===== config.mk =====
export PLATFORM = sky130hd
export DESIGN_NAME = instr_fetch_unit
export DESIGN_NICKNAME = d
export VERILOG_FILES = /design/src/rtl/instr_fetch_unit.sv
export SDC_FILE = /design/constraint.sdc
export NUM_CORES = 1
export LEC_CHECK = 0
export CORE_AREA = 2 2 60 62
export DETAILED_ROUTE_END_ITERATION = 8
export DIE_AREA = 0 0 62 64
export GPL_TIMING_DRIVEN = 1
export PLACE_DENSITY = 0.78
export SLEW_MARGIN = 20
export SYNTH_ARGS = -nofsm -noshare
export SYNTH_HDL_FRONTEND = slang
export SYNTH_SLANG_ARGS = --single-unit

===== constraint.sdc =====
create_clock -name CLK -period 1.5 [get_ports CLK]
set_clock_uncertainty 0.15 [all_clocks]
set_input_delay 0.45 -clock CLK [delete_from_list [all_inputs] [get_ports CLK]]
set_output_delay 0.45 -clock CLK [all_outputs]
set_load 0.02 [all_outputs]

===== src/rtl/instr_fetch_unit.sv =====
// instr_fetch_unit: host program loader and sequential fetch sequencer
// driving the CLK-side port of a 16x13 synchronous instruction memory.
module instr_fetch_unit #(
   parameter int            AW      = 4,
   parameter int            DW      = 13,
   parameter logic [AW-1:0] BOOT_PC = '0
) (
   input  logic          CLK,
   input  logic          RST_N,
   input  logic          LOAD_EN,
   input  logic          LOAD_VALID,
   input  logic [DW-1:0] LOAD_DATA,
   output logic          LOAD_FULL,
   input  logic          START,
   input  logic          STOP,
   input  logic          STALL,
   input  logic          REDIRECT,
   input  logic [AW-1:0] REDIRECT_PC,
   output logic          IM_WR,
   output logic [AW-1:0] IM_A,
   output logic [DW-1:0] IM_D,
   input  logic [DW-1:0] IM_Q,
   output logic [DW-1:0] INSTR,
   output logic [AW-1:0] INSTR_PC,
   output logic          INSTR_VALID
);
   typedef enum logic [1:0] {IDLE, LOAD, PRIME, FETCH} state_t;
   state_t        state, nxt;
   logic [AW-1:0] cur_pc, nxt_pc;
   logic [AW:0]   load_cnt, nxt_cnt;
   always_ff @(posedge CLK or negedge RST_N)
      if (!RST_N) begin
         state    <= IDLE;
         cur_pc   <= '0;
         load_cnt <= '0;
      end else begin
         state    <= nxt;
         cur_pc   <= nxt_pc;
         load_cnt <= nxt_cnt;
      end
   // load_cnt MSB set means all 2**AW words written; it saturates there
   always_comb begin
      nxt         = state;
      nxt_pc      = cur_pc;
      nxt_cnt     = load_cnt;
      IM_WR       = 1'b0;
      IM_A        = '0;
      IM_D        = '0;
      INSTR       = '0;
      INSTR_PC    = '0;
      INSTR_VALID = 1'b0;
      LOAD_FULL   = 1'b0;
      case (state)
         IDLE: begin
            if (LOAD_EN) begin
               nxt     = LOAD;
               nxt_cnt = '0;
            end else if (START) nxt = PRIME;
         end
         LOAD: begin
            IM_A      = load_cnt[AW-1:0];
            IM_D      = LOAD_DATA;
            LOAD_FULL = load_cnt[AW];
            IM_WR     = LOAD_VALID & ~load_cnt[AW];
            nxt_cnt   = load_cnt + {{AW{1'b0}}, IM_WR};
            nxt       = LOAD_EN ? LOAD : IDLE;
         end
         PRIME: begin
            IM_A   = BOOT_PC;
            nxt_pc = BOOT_PC;
            nxt    = FETCH;
         end
         FETCH: begin
            INSTR_VALID = 1'b1;
            INSTR       = IM_Q;
            INSTR_PC    = cur_pc;
            // address issued now is what Q shows next cycle, so redirect costs no bubble
            IM_A   = STALL ? cur_pc : REDIRECT ? REDIRECT_PC : cur_pc + 1'b1;
            nxt_pc = IM_A;
            nxt    = STOP ? IDLE : FETCH;
         end
      endcase
   end
endmodule


Figure 1. Cell outlines without signal wires (run 1).
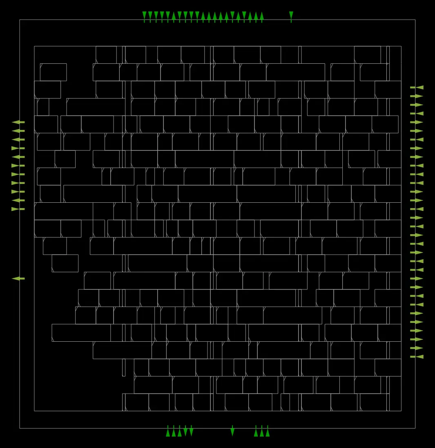
number of standard cells in the final layout excluding fillers: 274
utilization of the core after routing: 0.760

Figure 2. Cells colored by class (run 1).
Scale bar: 20 µm. Fill, decap, tap and diode cells in gray.
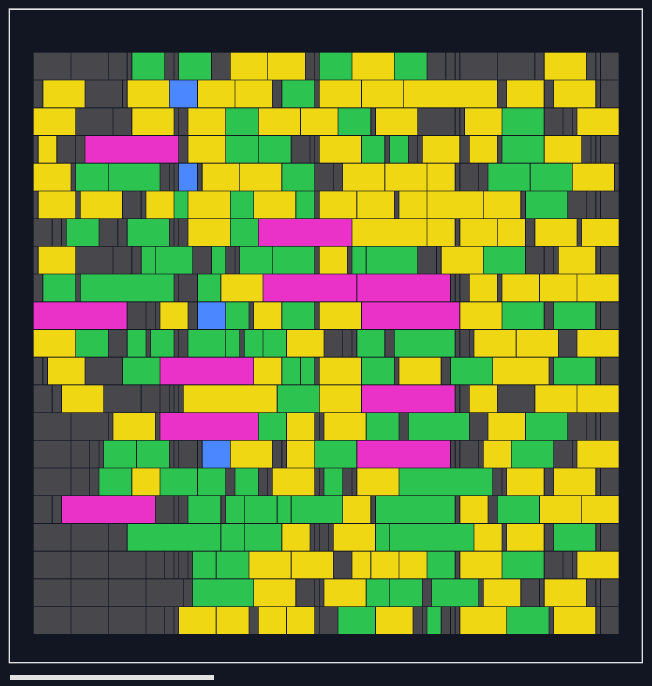
color	class	cells
blue	clock drivers and dummy loads	4
yellow	other buffers and delay cells	119
green	all other logic	94
magenta	flip-flops	11
core area: 3280 µm²
share of cell area taken by flip-flops and latches: 0.111
number of placement rows: 21
post-route design area: 2500 µm²

==> run summary, run 1 <==
Notes on the flow run.

- The slack of the critical path is -0.644 ns, for reference.
- Counting along the longest clock path gives a buffer depth of 2.
- TritonCTS built the clock tree.
- The number of sequential cells in the layout is 11, for reference.
- Static timing analysis puts the maximum clock frequency at 466 MHz.
- The flow ran to the end, but the final reports show violations.
- Overall routing resource usage recorded by global route was 0.201.
- The half-perimeter wire length of the detailed placement result is 2690 µm, for reference.
- The final timing report derives a shortest allowable period of 2.14 ns.
- The root buffer cell is sky130_fd_sc_hd__clkbuf_4, for reference.
- The number of inserted diodes is 0, for reference.
- Looking at the critical path, the highest net fanout was 7.
- The area taken by multi-input logic gates is 881 µm², for reference.
- Internal power comes to 2.47 mW.
- The arrival time of the worst setup path is 1.54 ns, for reference.
- The power report attributes to the combinational group a share of 0.822.
- In this run the vertical extent of the chip is roughly 64 µm.
- The worst setup path is captured at an output pin.
- The min-delay analysis places its worst path in the category primary input to async pin.
- Counting both buffers and inverters, the worst setup path holds a total of 3.
- The cell kind with the greatest summed area is buffers, for reference.
- The die width is 62 µm, for reference.
- The synthesis stat section lists a flop and latch total of 11.
- The startpoint type of the worst setup path is a flop, for reference.
- The warning total across the stage logs is 29, for reference.
- The net switching power in the latest report is 1.72 mW.
- Non-clock buffers in the final layout number 119.
- The proportion of power drawn by flip-flops and latches is 0.125, for reference.
- The checks that failed: setup timing.
- The number of filler instances in the final layout is 215, for reference.
- The critical path is of the flop to output pin type.
- Per the synthesis report, the number of distinct cell types is 35.
- Across all register-to-register paths, the minimum setup slack is -0.18 ns.
- Per the summary, power density relative to cell area is 1680 nW/µm².
- The capturing instance or port of the critical path is IM_D[0], for reference.
- Looking at the clock tree report, the H-tree level count equals 1.
- The signal on the critical path passes through buf_6, nor2b_4, clkbuf_16, and2_4, buf_6.
- The number of logic gates is 91, for reference.
- The number of hold violations in the final report is 0, for reference.
- The final-layout non-clock buffer area share is 0.496, for reference.
- The final-report setup violation count is 43, for reference.
Figure 3. Clock network drawn from the DEF (run 1).
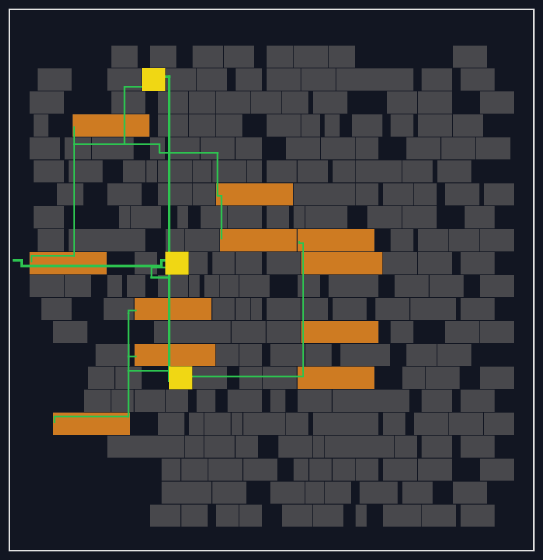
[yellow] cells driving clock nets | count: 3
[green] clock wires | length: 186 µm
[orange] flip-flops | count: 11
routed clock nets	4
power in the clock group: 0.221 mW
Clk pwr share: 0.053
clock network latency to the later pin of the worst-skew pair: 0.28 ns

run 1: power groups by stage:
stage / logic, mW / registers (mW) / clock network [mW]
finish: 3.45 / 0.523 / 0.221
detailed placement: 2.37 / 0.509 / 0
CTS: 2.95 / 0.490 / 0.227
global route: 3.64 / 0.533 / 0.252
global placement: 2.31 / 0.503 / 0
floorplan: 1.37 / 0.492 / 0
run 1: layer usage:
layer,global-route usage,vias up,share of wire
met5,0,-,0
met4,0.0612,0,0.022
met3,0.0243,9,0.066
met2,0.375,55,0.54
met1,0.226,615,0.37
li1,-,634,-
run 1: state kept, by name (all words and copies together) (netlist names):
register,flops
load_cnt,5
cur_pc,4
state,2
run 1: Yosys cell counts (all sizes together):
cell type / number / area, µm²
o21ai: 9 / 45.0
o21ba: 1 / 10.0
inv: 3 / 11.3
a22o: 1 / 8.76
or3b: 1 / 11.3
nand4: 2 / 12.5
nand3: 2 / 15.0
nor3: 2 / 10.0
nand2: 10 / 37.5
o31ai: 1 / 7.51
mux2i: 4 / 40.0
nor2: 1 / 3.75
ha: 3 / 37.5
and2: 16 / 100
and3: 17 / 106
nand3b: 2 / 15.0
o22ai: 1 / 6.26
nor3b: 1 / 7.51
o21a: 1 / 7.51
clkbuf: 6 / 25.0
a22oi: 1 / 7.51
o211ai: 1 / 7.51
dfrtp: 11 / 275
nand2b: 1 / 6.26
a211o: 1 / 8.76
and3b: 1 / 8.76
nor2b: 4 / 32.5
buf: 3 / 26.3
o2bb2ai: 2 / 17.5
a21oi: 5 / 25.0
run 1: cells by family after synthesis:
kind of cell | count (synthesis) | synth area share
AOI/OAI and AO/OA | 24 | 0.162
adders and majority gates | 3 | 0.0402
and+or+nand+nor | 60 | 0.393
DFF | 11 | 0.295
buffers and inverters | 12 | 0.0670
muxes | 4 | 0.0429
==> run 1 -> run 2 <==
PLACE_DENSITY = 0.75   (was 0.78)
clock period = 1.9 ns   (was 1.5 ns; I/O delays follow)
Figure 4. Clock network drawn from the DEF (run 2).
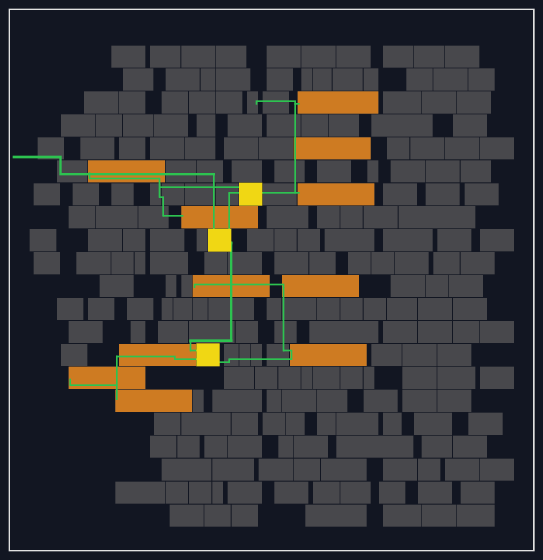
[orange] flip-flops | count: 11
[yellow] cells driving clock nets | count: 3
[green] clock wires | length: 163 µm
routed clock nets	4
power in the clock group: 0.163 mW
Clk pwr share: 0.051
clock network latency to the later pin of the worst-skew pair: 0.27 ns

Figure 5. Cell outlines without signal wires (run 2).
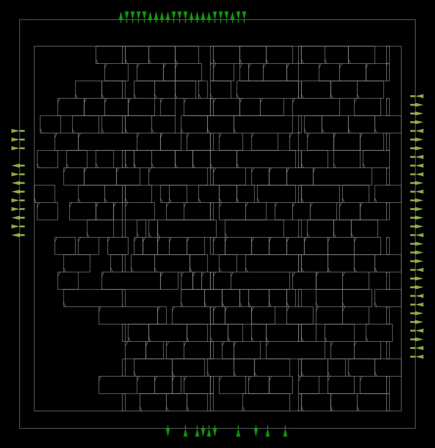
# fillers: 217
number of tap cells added at floorplan: 46
FFs & Latches: 11

Figure 6. Cells colored by class (run 2).
Scale bar: 20 µm. Fill, decap, tap and diode cells in gray.
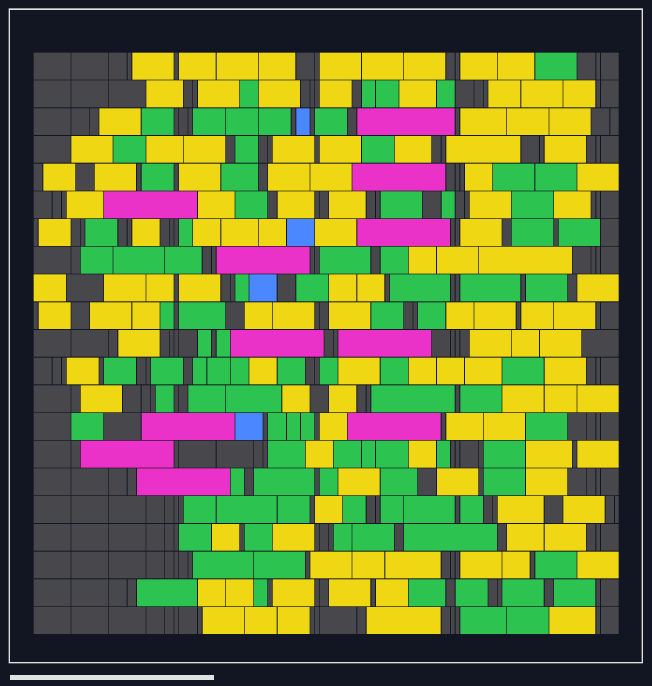
color	class	cells
green	all other logic	94
yellow	other buffers and delay cells	119
blue	clock drivers and dummy loads	4
magenta	flip-flops	11

==> run 2 against run 1 <==
Effect of this change:
- the run still ends with setup timing left
- worst setup slack gained 0.29 ns
- critical path depth is the same
- die size is the same
- synthesized cell count is the same
- sequential power shrank 21%
- critical path type unchanged
- critical endpoint is now IM_A[1]
==> run summary, run 2 <==
Notes on the flow run.

- The flow ran to the end, but the final reports show violations.
- The final reports fail on setup timing.
- Traced cell by cell, the critical path runs through ha_4, mux2i_4, o21a_1, a21oi_4, buf_6.
- Looking at the gate-level netlist, the highest instance count belongs to sky130_fd_sc_hd__and3_1.
- The final-report setup violation count is 37, for reference.
- The maximum level of the CTS H-tree is 1, for reference.
- The wire length per cell after detailed routing is approximately 17 µm, for reference.
- The count of library flops with an enable pin is 0, for reference.
- The clock passes through at most 2 buffers.
- Measured against the total synthesized area, the mux share comes to 0.0429.
- According to the floorplan report, the placeable core area is 3280 µm².
- The slack of the critical path is -0.352 ns, for reference.
- The warning total across the stage logs is 29, for reference.
- The endpoint of the worst-slack reg-to-reg timing path is load_cnt[2]$_DFFE_PN0P_, for reference.
- The cell-internal power is 1.87 mW, for reference.
- The vertical die dimension is ~64 µm, for reference.
- The cell-mix breakdown from Yosys lists the adder-cell area share as 0.0402.
- STA classifies the critical path endpoint as an output pin.
- The number of resized instances in the post-cts repair step is 272, for reference.
- The synthesis run shows the most used standard cells to be sky130_fd_sc_hd__and3_1, sky130_fd_sc_hd__and2_1, sky130_fd_sc_hd__dfrtp_1.
- The die width is 62 µm, for reference.
- The minimum clock period after layout is 2.25 ns, for reference.
- The worst min-delay path class is flop to flop, for reference.
- The register-to-register path setup slack is 0.15 ns, for reference.
- The final hold violation count recorded for this run is 0.
- Power spread over the standard cell area amounts to 1290 nW/µm².
- The worst setup path is of the flop to output pin kind.
- Per the hold report, the tightest min-delay path originates at load_cnt[4]$_DFFE_PN0P_.
- The power report attributes to the combinational group a share of 0.819.
- With fillers left out, the area of the finished cells amounts to about 2500 µm².
- The flip-flop count of the largest register, all copies and words added is 5, for reference.
- The cell-mix breakdown from Yosys lists the simple-gate area share as 0.393.
- Synthesis produced a netlist whose cell count is 114.
- Data arrives at the worst endpoint at 1.53 ns.
- The aggregate global-route resource usage is 0.195, for reference.
- The count of unique library cells instantiated by Yosys is 35, for reference.
- The register ranked first by flip-flop count is load_cnt, for reference.
- The proportion of power drawn by flip-flops and latches is 0.129, for reference.
- The CTS tree is done, for reference.
- The share of flip-flops with an asynchronous set or reset is 1.00, for reference.
- The half-perimeter wire length of the detailed placement result is approximately 2700 µm, for reference.
- The post-synthesis register bit count is 11, for reference.
- The sum of internal, switching and leakage power is ~3.2 mW, for reference.
- The worst pin sits at a relative slew slack of 0.650.
- In the final layout, the registers with the most flip-flops are load_cnt: 5 flops, cur_pc: 4 flops, state: 2 flops.
- The startpoint type of the worst setup path is a flop, for reference.
- Of the total synthesized cell area, the portion taken by XOR and XNOR cells is 0.
- The main logic family after synthesis is simple AND/OR/NAND/NOR gates, for reference.
- The library cell with the largest summed area after synthesis is sky130_fd_sc_hd__dfrtp_1, for reference.
- The number of rows created at floorplan is 21, for reference.
- By area the synthesized netlist is led by sky130_fd_sc_hd__dfrtp_1, sky130_fd_sc_hd__and3_1, sky130_fd_sc_hd__and2_1.
- The maximum fanout encountered on the critical timing path is 2, for reference.
- The DRC violations left is 0, for reference.
- The number of inserted diodes is 0, for reference.
- The fmax is between 400 and 500 MHz, for reference.
run 2: power by group through the flow:
stage          sequential, mW  clock, mW  combinational (mW)
2_1_floorplan           0.388          0               0.909
5_1_grt                 0.417      0.176                2.75
4_1_cts                 0.387      0.163                2.27
6_report                0.411      0.163                2.60
3_5_place_dp            0.394          0                1.73
3_3_place_gp            0.390          0                1.69
run 2: metrics by stage:
stage | setup WS, ns | hold WS, ns | utilization | cells
after global routing | -0.394 | 0.454 | 0.747 | 274
after floorplan | -0.0823 | 0.124 | - | 114
after global placement | -1.11 | 0.340 | 0.578 | 249
after detailed placement | -1.15 | 0.344 | 0.578 | 249
after CTS | -0.370 | 0.417 | 0.674 | 270
final | -0.352 | 0.426 | 0.747 | 274
run 2: critical path, delay by kind of cell, from the launching register on:
kind	cells	cell delay [ns]
mux	1	0.06
buf+inv	1	0.13
flops	1	0.43
compound gates	2	0.34
fa+ha+maj	1	0.30
run 2: how the worst max path moves through the flow:
stage | startpoint | to | cells after the start
floorplan | REDIRECT | IM_A[0] | 4
global placement | REDIRECT | IM_A[0] | 5
detailed placement | REDIRECT | IM_A[0] | 5
CTS | cur_pc[1]$_DFFE_PN0P_ | IM_A[1] | 5
global route | cur_pc[1]$_DFFE_PN0P_ | IM_A[1] | 5
finish | cur_pc[1]$_DFFE_PN0P_ | IM_A[1] | 5
run 2: routing by layer:
layer  vias up  track usage  part of all wire
met2        57        0.378              0.56
met4         0       0.0479             0.023
li1        630            -                 -
met1       664        0.201              0.35
met5         -            0                 0
met3        12       0.0364             0.071
run 2: cell type report:
type                            instances  area (µm²)
Tap cell                               46        57.6
Sequential cell                        11         277
Fill cell                             217         832
Timing Repair Buffer                  119        1230
Multi-Input combinational cell         91         851
Clock buffer                            4        26.3
Inverter                                3        11.3
No activity file was given, so power comes from the tool's default toggle rates.
